[config.mk]
export PLATFORM = sky130hd
export DESIGN_NAME = hidden_layer_sequencer
export DESIGN_NICKNAME = d
export VERILOG_FILES = /design/src/rtl/hidden_layer_sequencer.sv
export SDC_FILE = /design/constraint.sdc
export NUM_CORES = 1
export LEC_CHECK = 0
export CAP_MARGIN = 20
export CORE_MARGIN = 2
export CORE_UTILIZATION = 40
export DETAILED_ROUTE_END_ITERATION = 8
export GPL_TIMING_DRIVEN = 0
export PLACE_DENSITY = 0.75
export SYNTH_ARGS = -nofsm -noshare
export SYNTH_HDL_FRONTEND = slang
export SYNTH_SLANG_ARGS = --single-unit
[constraint.sdc]
create_clock -name CLK -period 2.4 [get_ports CLK]
set_clock_uncertainty 0.15 [all_clocks]
set_input_delay 0.24 -clock CLK [delete_from_list [all_inputs] [get_ports CLK]]
set_output_delay 0.24 -clock CLK [all_outputs]
set_load 0.01 [all_outputs]
[src/rtl/hidden_layer_sequencer.sv]
// Sequences one inference pass: stream a vector into a hidden layer, capture its result.
// Optional WAIT-state watchdog enabled by defining LAYER_TIMEOUT_EN.
module hidden_layer_sequencer #(
    parameter int NUM_INPUTS     = 4,
    parameter int NUM_OUTPUTS    = 4,
    parameter int WIDTH          = 8,
    parameter int TIMEOUT_CYCLES = 256
) (
    input  logic                         CLK,
    input  logic                         RST,
    input  logic [NUM_INPUTS*WIDTH-1:0]  IN_VECTOR,
    input  logic                         IN_VALID,
    output logic                         IN_READY,
    input  logic                         L_READY,
    output logic [WIDTH-1:0]             L_VALUE_IN,
    output logic                         L_VALID_IN,
    input  logic [NUM_OUTPUTS*WIDTH-1:0] L_VALUES_OUT,
    input  logic [NUM_OUTPUTS-1:0]       L_VALIDS_OUT,
    input  logic                         L_OVERFLOW,
    output logic [NUM_OUTPUTS*WIDTH-1:0] OUT_VECTOR,
    output logic                         OUT_VALID,
    input  logic                         OUT_READY,
    output logic                         OUT_OVERFLOW,
    output logic                         OUT_TIMEOUT,
    output logic                         BUSY
);

    localparam int IW = (NUM_INPUTS > 1) ? $clog2(NUM_INPUTS) : 1;
    localparam logic [IW-1:0] LAST_IDX = IW'(NUM_INPUTS - 1);

    typedef enum logic [1:0] {
        S_IDLE,
        S_FEED,
        S_WAIT,
        S_OUT
    } state_t;

    state_t state_q, state_d;

    logic [IW-1:0]                  idx_q;
    logic [WIDTH-1:0]               vec_q [NUM_INPUTS];
    logic                           sticky_q;
    logic [NUM_OUTPUTS*WIDTH-1:0]   out_vec_q;
    logic                           out_ovf_q;
    logic                           accept;
    logic                           all_valid;
    logic                           capture;
    logic                           expire;
    logic                           enter_out;

    assign all_valid = &L_VALIDS_OUT;
    assign accept    = (state_q == S_IDLE) && IN_VALID;
    assign capture   = (state_q == S_WAIT) && all_valid;
    assign enter_out = (state_q == S_WAIT) && (state_d == S_OUT);

`ifdef LAYER_TIMEOUT_EN
    localparam int CW = $clog2(TIMEOUT_CYCLES + 1);
    localparam logic [CW-1:0] CNT_LAST = CW'(TIMEOUT_CYCLES - 1);

    logic [CW-1:0] cnt_q;
    logic          out_tmo_q;

    // Counter is zero on WAIT entry because it is held clear everywhere else.
    always_ff @(posedge CLK or posedge RST) begin
        if (RST) begin
            cnt_q     <= '0;
            out_tmo_q <= 1'b0;
        end else begin
            if (state_q == S_WAIT) cnt_q <= cnt_q + 1'b1;
            else                   cnt_q <= '0;
            if (accept)      out_tmo_q <= 1'b0;
            else if (expire) out_tmo_q <= 1'b1;
        end
    end

    assign expire      = (state_q == S_WAIT) && !all_valid && (cnt_q == CNT_LAST);
    assign OUT_TIMEOUT = out_tmo_q;
`else
    assign expire      = 1'b0;
    // Watchdog not built; the parameter only matters when it is.
    assign OUT_TIMEOUT = 1'b0 & (TIMEOUT_CYCLES > 0);
`endif

    always_comb begin
        state_d    = state_q;
        IN_READY   = 1'b0;
        BUSY       = 1'b1;
        L_VALID_IN = 1'b0;
        L_VALUE_IN = '0;
        OUT_VALID  = 1'b0;
        unique case (state_q)
            S_IDLE: begin
                IN_READY = 1'b1;
                BUSY     = 1'b0;
                if (IN_VALID) state_d = S_FEED;
            end
            S_FEED: begin
                L_VALID_IN = L_READY;
                L_VALUE_IN = vec_q[idx_q];
                if (L_READY && (idx_q == LAST_IDX)) state_d = S_WAIT;
            end
            S_WAIT: begin
                if (all_valid || expire) state_d = S_OUT;
            end
            S_OUT: begin
                OUT_VALID = 1'b1;
                if (OUT_READY) state_d = S_IDLE;
            end
            default: state_d = S_IDLE;
        endcase
    end

    always_ff @(posedge CLK or posedge RST) begin
        if (RST) begin
            state_q   <= S_IDLE;
            idx_q     <= '0;
            sticky_q  <= 1'b0;
            out_vec_q <= '0;
            out_ovf_q <= 1'b0;
            for (int i = 0; i < NUM_INPUTS; i++) vec_q[i] <= '0;
        end else begin
            state_q <= state_d;
            if (accept) begin
                for (int i = 0; i < NUM_INPUTS; i++)
                    vec_q[i] <= IN_VECTOR[i*WIDTH +: WIDTH];
                idx_q     <= '0;
                sticky_q  <= 1'b0;
                out_ovf_q <= 1'b0;
            end
            if (L_VALID_IN)
                idx_q <= (idx_q == LAST_IDX) ? '0 : idx_q + 1'b1;
            if ((state_q == S_FEED) || (state_q == S_WAIT))
                sticky_q <= sticky_q | L_OVERFLOW;
            // Capture cycle overflow is folded into the presented flag.
            if (enter_out)
                out_ovf_q <= sticky_q | L_OVERFLOW;
            if (capture)     out_vec_q <= L_VALUES_OUT;
            else if (expire) out_vec_q <= '0;
        end
    end

    assign OUT_VECTOR   = out_vec_q;
    assign OUT_OVERFLOW = out_ovf_q;

endmodule
Figure 1. Wiring by layer (run 1).
Scale: 3 px per µm.
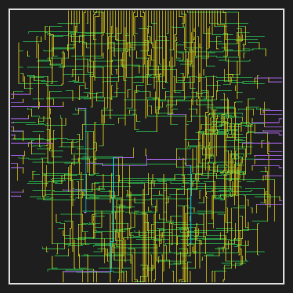
Key: green = met1 [wire length 2960 µm]; yellow = met2 [wire length 3920 µm]; purple = met3 [wire length 271 µm]; cyan = met4 [wire length 99.5 µm]
gr usage total: 18.1%
via count: 2086
routed wire length: 7240 µm
Routed WL per cell: 16.5 µm

Figure 2. Clock nets (run 1).
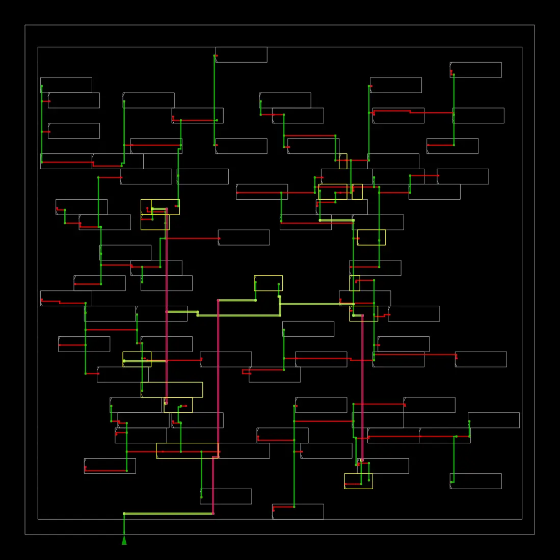
worst skew pair latency: 0.33 ns
Clk. pwr: 0.000998 W
Clock buffer cells: 10
flip-flops: 70

Figure 3. Gate families picked out (run 1).
Scale: 3 px per µm.
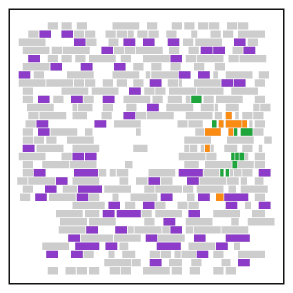
Key: green = NAND gates [cells 10, where east]; orange = inverting AOI/OAI gates [cells 8, where east]; purple = multiplexers [cells 72, where all over the die]

==> run 1: per-stage QoR <==
step / setup TNS [ns] / worst slack [ns] / utilization (%) / power [W]
4_1_cts: 0 / 0.00364 / 63.0 / 0.00524
3_3_place_gp: -70.35 / -1.01 / 59.4 / 0.00409
2_1_floorplan: 0 / 0.242 / - / 0.00315
6_report: 0 / 0.0838 / 63.6 / 0.00524
5_1_grt: 0 / 0.0144 / 63.6 / 0.00554
3_5_place_dp: 0 / 0.0708 / 59.4 / 0.00418
==> run 1: final cells by class <==
type | instances | share of cell area (%)
Sequential cell | 70 | 37.7
Timing Repair Buffer | 128 | 27.1
Multi-Input combinational cell | 112 | 25.9
Clock buffer | 10 | 2.75
Tap cell | 99 | 2.67
Buffer | 9 | 1.78
Clock inverter | 5 | 1.62
Inverter | 5 | 0.458
==> run 1: cells in the final DEF (no fill, tap or decap), drive strengths merged, types with 2 or more instances in the layout <==
cell and n:
bufinv 2, dlygate4sd2 5, ha 5, inv 5
and2 8, a21oi 3, dlymetal6s2s 3, mux4 8
clkdlybuf4s50 110, dfrtp 70, nand2 6, mux2 64
buf 19, nand3 4, clkbuf 10, clkinv 3
nor2 3
==> run 1: metal layers <==
metal	track usage [%]	part of all wire, %	vias up
met1	22.1	41	1055
met4	7.20	1.4	0
met2	31.7	54	43
met3	3.40	3.7	8
li1	-	-	980
met5	0	0	-
==> run 1: cell families after synthesis <==
kind of cell               share of synthesized area (%)
adders and majority gates                           2.07
and+or+nand+nor                                     4.55
buffers and inverters                               2.93
muxes                                               29.8
other                                              0.124
AOI/OAI and AO/OA                                   2.69
DFF                                                 57.9
==> run 1: sequential cells by signal, indices dropped and copies added, names as in the netlist <==
register and cells:
OUT_VECTOR 32, vec_q 32, idx_q 2, state_q 2, OUT_OVERFLOW 1, sticky_q 1
==> reports/results.ini, run 1 <==
[layout]
final_cells=438
nets=414
syn_to_final_growth_pct=53.3
comb_area_um2=1200

[worst_setup_path]
critPathMaxStageDelay_ns=0.48
startpoint_type=flip-flop
crit_chain=buf_8 > buf_4 > mux4_2 > and2_1 > dlygate4sd2_1
reg2reg_depth=5
crit_family=buffers and inverters
rrSetupSlack_ns=0.41
worstPathMaxFanout=8
path_buffers=3
worstSetupEndpoint=L_VALUE_IN[3]
path_depth=5

[floorplan]
core_um2=7290
fp_util_pct=41.5

[clock_tree]
cts_buffers=9
root_buffer=clkbuf_8
cts.sinks=70
cts_hold_buf=0
h-tree-depth=3
cts_tree=built
post-cts-setup-buffers=5

[synthesis]
ys_chip_area_um2=3030
netlist.area_leader.share_pct=57.9
synth.avg_cell_area_um2=15.4
synth-main-ff-cell=dfrtp_1
synth_area_um2=3030
ys_types=28
top_area_cell=dfrtp_1
area_leaders=dfrtp_1 (58%), mux2_2 (23%), mux4_2 (6.0%), ha_1 (2.1%), and2_1 (1.7%)
ys_seq_share_pct=57.9

[global_routing]
grt-ovfl-total=0
grt_pass1_vias=2252
antenna_found_initial=0
grt_pass1_wl_um=11600

[place]
dp_cells=414
gp_congestion=0.824

[min_path]
hold_class=primary input to asynchronous set/reset pin

[sta]
final-setup-viol-count=0
slew_viol_final=0
tightest_slew_ns=0.859
finalClockPeriodUsage_pct=96.5

[drt]
drtIter0Drc=65

[pwr]
seqPwrFrac_pct=36.6
clock_power_share_pct=19.1

[status]
status=finished, final reports clean

==> run 2: changes to the inputs <==
--- a/config.mk
+++ b/config.mk
@@ -10,7 +10,7 @@
 export CORE_UTILIZATION = 40
 export DETAILED_ROUTE_END_ITERATION = 8
 export GPL_TIMING_DRIVEN = 0
-export PLACE_DENSITY = 0.75
+export PLACE_DENSITY = 0.74
 export SYNTH_ARGS = -nofsm -noshare
 export SYNTH_HDL_FRONTEND = slang
 export SYNTH_SLANG_ARGS = --single-unit
Figure 4. Metal 3 (run 2).
Scale: 4 px per µm.
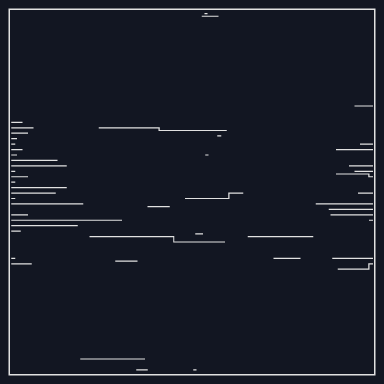
The wires run mostly horizontal. The layer holds 5.3% of the routed length.
routed wire length: 7180 µm
via count: 2088
met3 Use GR: 5.64%

==> run 2 against run 1 <==
Net effect:
- worst hold slack lost 0.0074 ns
- setup slack gained 0.042 ns
- clock-buffer cell count is the same
- die size is the same
- wire length shrank 0.92%
- synthesized area is the same
- global-route usage shrank 0.23 points
- first-iteration DRC count grew 4.6%
- register-to-register slack lost 0.02 ns
- non-clock buffer count grew 1
- critical endpoint is now L_VALUE_IN[1]
- largest cell class unchanged
==> reports/results.ini, run 2 <==
[status]
status=finished, final reports clean

[drt]
drtIter0Drc=68
wl_per_cell_um=16.3

[layout]
syn_to_final_growth_pct=55.4
nets=415
final_core_utilization_pct=64.5
lay_top_count=clkdlybuf4s50_1

[clock_tree]
cts.sinks=70
root_buffer=clkbuf_8
h-tree-depth=3
cts_hold_buf=0
cts_tree=built
cts_buffers=9

[worst_setup_path]
reg2reg_depth=5
worstPathMaxFanout=5
crit_family=buffers and inverters
worstSetupEndpoint=L_VALUE_IN[1]
crit_chain=buf_6 > buf_4 > mux4_2 > and2_1 > dlygate4sd2_1
path_depth=5
rrSetupSlack_ns=0.39
startpoint_type=flip-flop
critPathMaxStageDelay_ns=0.47

[synthesis]
synth_area_um2=3030
ys_chip_area_um2=3030
xor_area_share_pct=0
logic_family=multiplexers
synth.avg_cell_area_um2=15.4
yosys.area_share.simple_pct=4.55
netlist.area_leader.share_pct=57.9
ys_seq_share_pct=57.9
synthMuxAreaShare_pct=29.8
synth-main-ff-cell=dfrtp_1
ys_types=28
top_area_cell=dfrtp_1

[floorplan]
core_um2=7290
fp_util_pct=41.5

[sta]
tightest_slew_ns=0.866
finalClockPeriodUsage_pct=94.8
setup_ws_ns=0.126
final-setup-viol-count=0

[place]
port_buffers=118
place_ws_ns=0.0306

[global_routing]
antenna_found_initial=0
grt_pass1_wl_um=11400
grt-ovfl-total=0
track_usage_pct=17.9
grt_pass1_vias=2257

[pwr]
p_total_w=0.00548
seqPwrFrac_pct=34.9

[min_path]
hold_class=primary input to asynchronous set/reset pin

## run 2: cell type report
type / count / area [µm²] / area share (%)
timing repair buffer: 129 / 1250 / 26.7
inverter: 5 / 21.3 / 0.452
clock buffer: 10 / 138 / 2.93
sequential: 70 / 1750 / 37.3
tap: 99 / 124 / 2.63
buffer: 9 / 78.8 / 1.68
multi-input combinational: 112 / 1200 / 25.5
clock inverter: 6 / 133 / 2.82
## run 2: layer usage
layer	up-vias	GRT usage (%)	wire length, µm
met5	-	0	0
met4	0	7.58	176
met3	12	5.64	381
met2	56	28.6	3600
met1	1041	22.5	3020
li1	979	-	-
## run 2: power by group through the flow
stage / combinational (W) / clock [W] / sequential (W)
3_5_place_dp: 0.00223 / 0 / 0.00192
5_1_grt: 0.00249 / 0.00136 / 0.00198
3_3_place_gp: 0.00219 / 0 / 0.00190
4_1_cts: 0.00228 / 0.00129 / 0.00191
6_report: 0.00230 / 0.00127 / 0.00191
2_1_floorplan: 0.00120 / 0 / 0.00195
## run 2: cells by family (layout without fill, tap and decap cells)
family | count (synthesis) | in the layout
compound gates | 10 | 10
fa+ha+maj | 5 | 5
buf+inv | 15 | 159
flops | 70 | 70
mux | 72 | 72
other cells | 1 | 1
simple gates | 24 | 24
## run 2: per-stage QoR
step                      cells  hold WS (ns)  cell area [µm²]
final                       440         0.275             4700
after global routing        440         0.337             4700
after CTS                   436         0.325             4670
after detailed placement    414         0.327             4330
after global placement      414         0.323             4330
after floorplan             197         0.222             3030
## run 2: timing repair
| item | in CTS | in global routing |
|---|---|---|
| hold endpoints to repair | 0 | 0 |
| resized | 13 | 2 |
| gates cloned | 0 | 1 |
| pin swaps | 0 | 0 |
| buffers inserted | 7 | 3 |
| endpoints found under the setup margin | 9 | 5 |
Power and IR drop assume default switching activity.
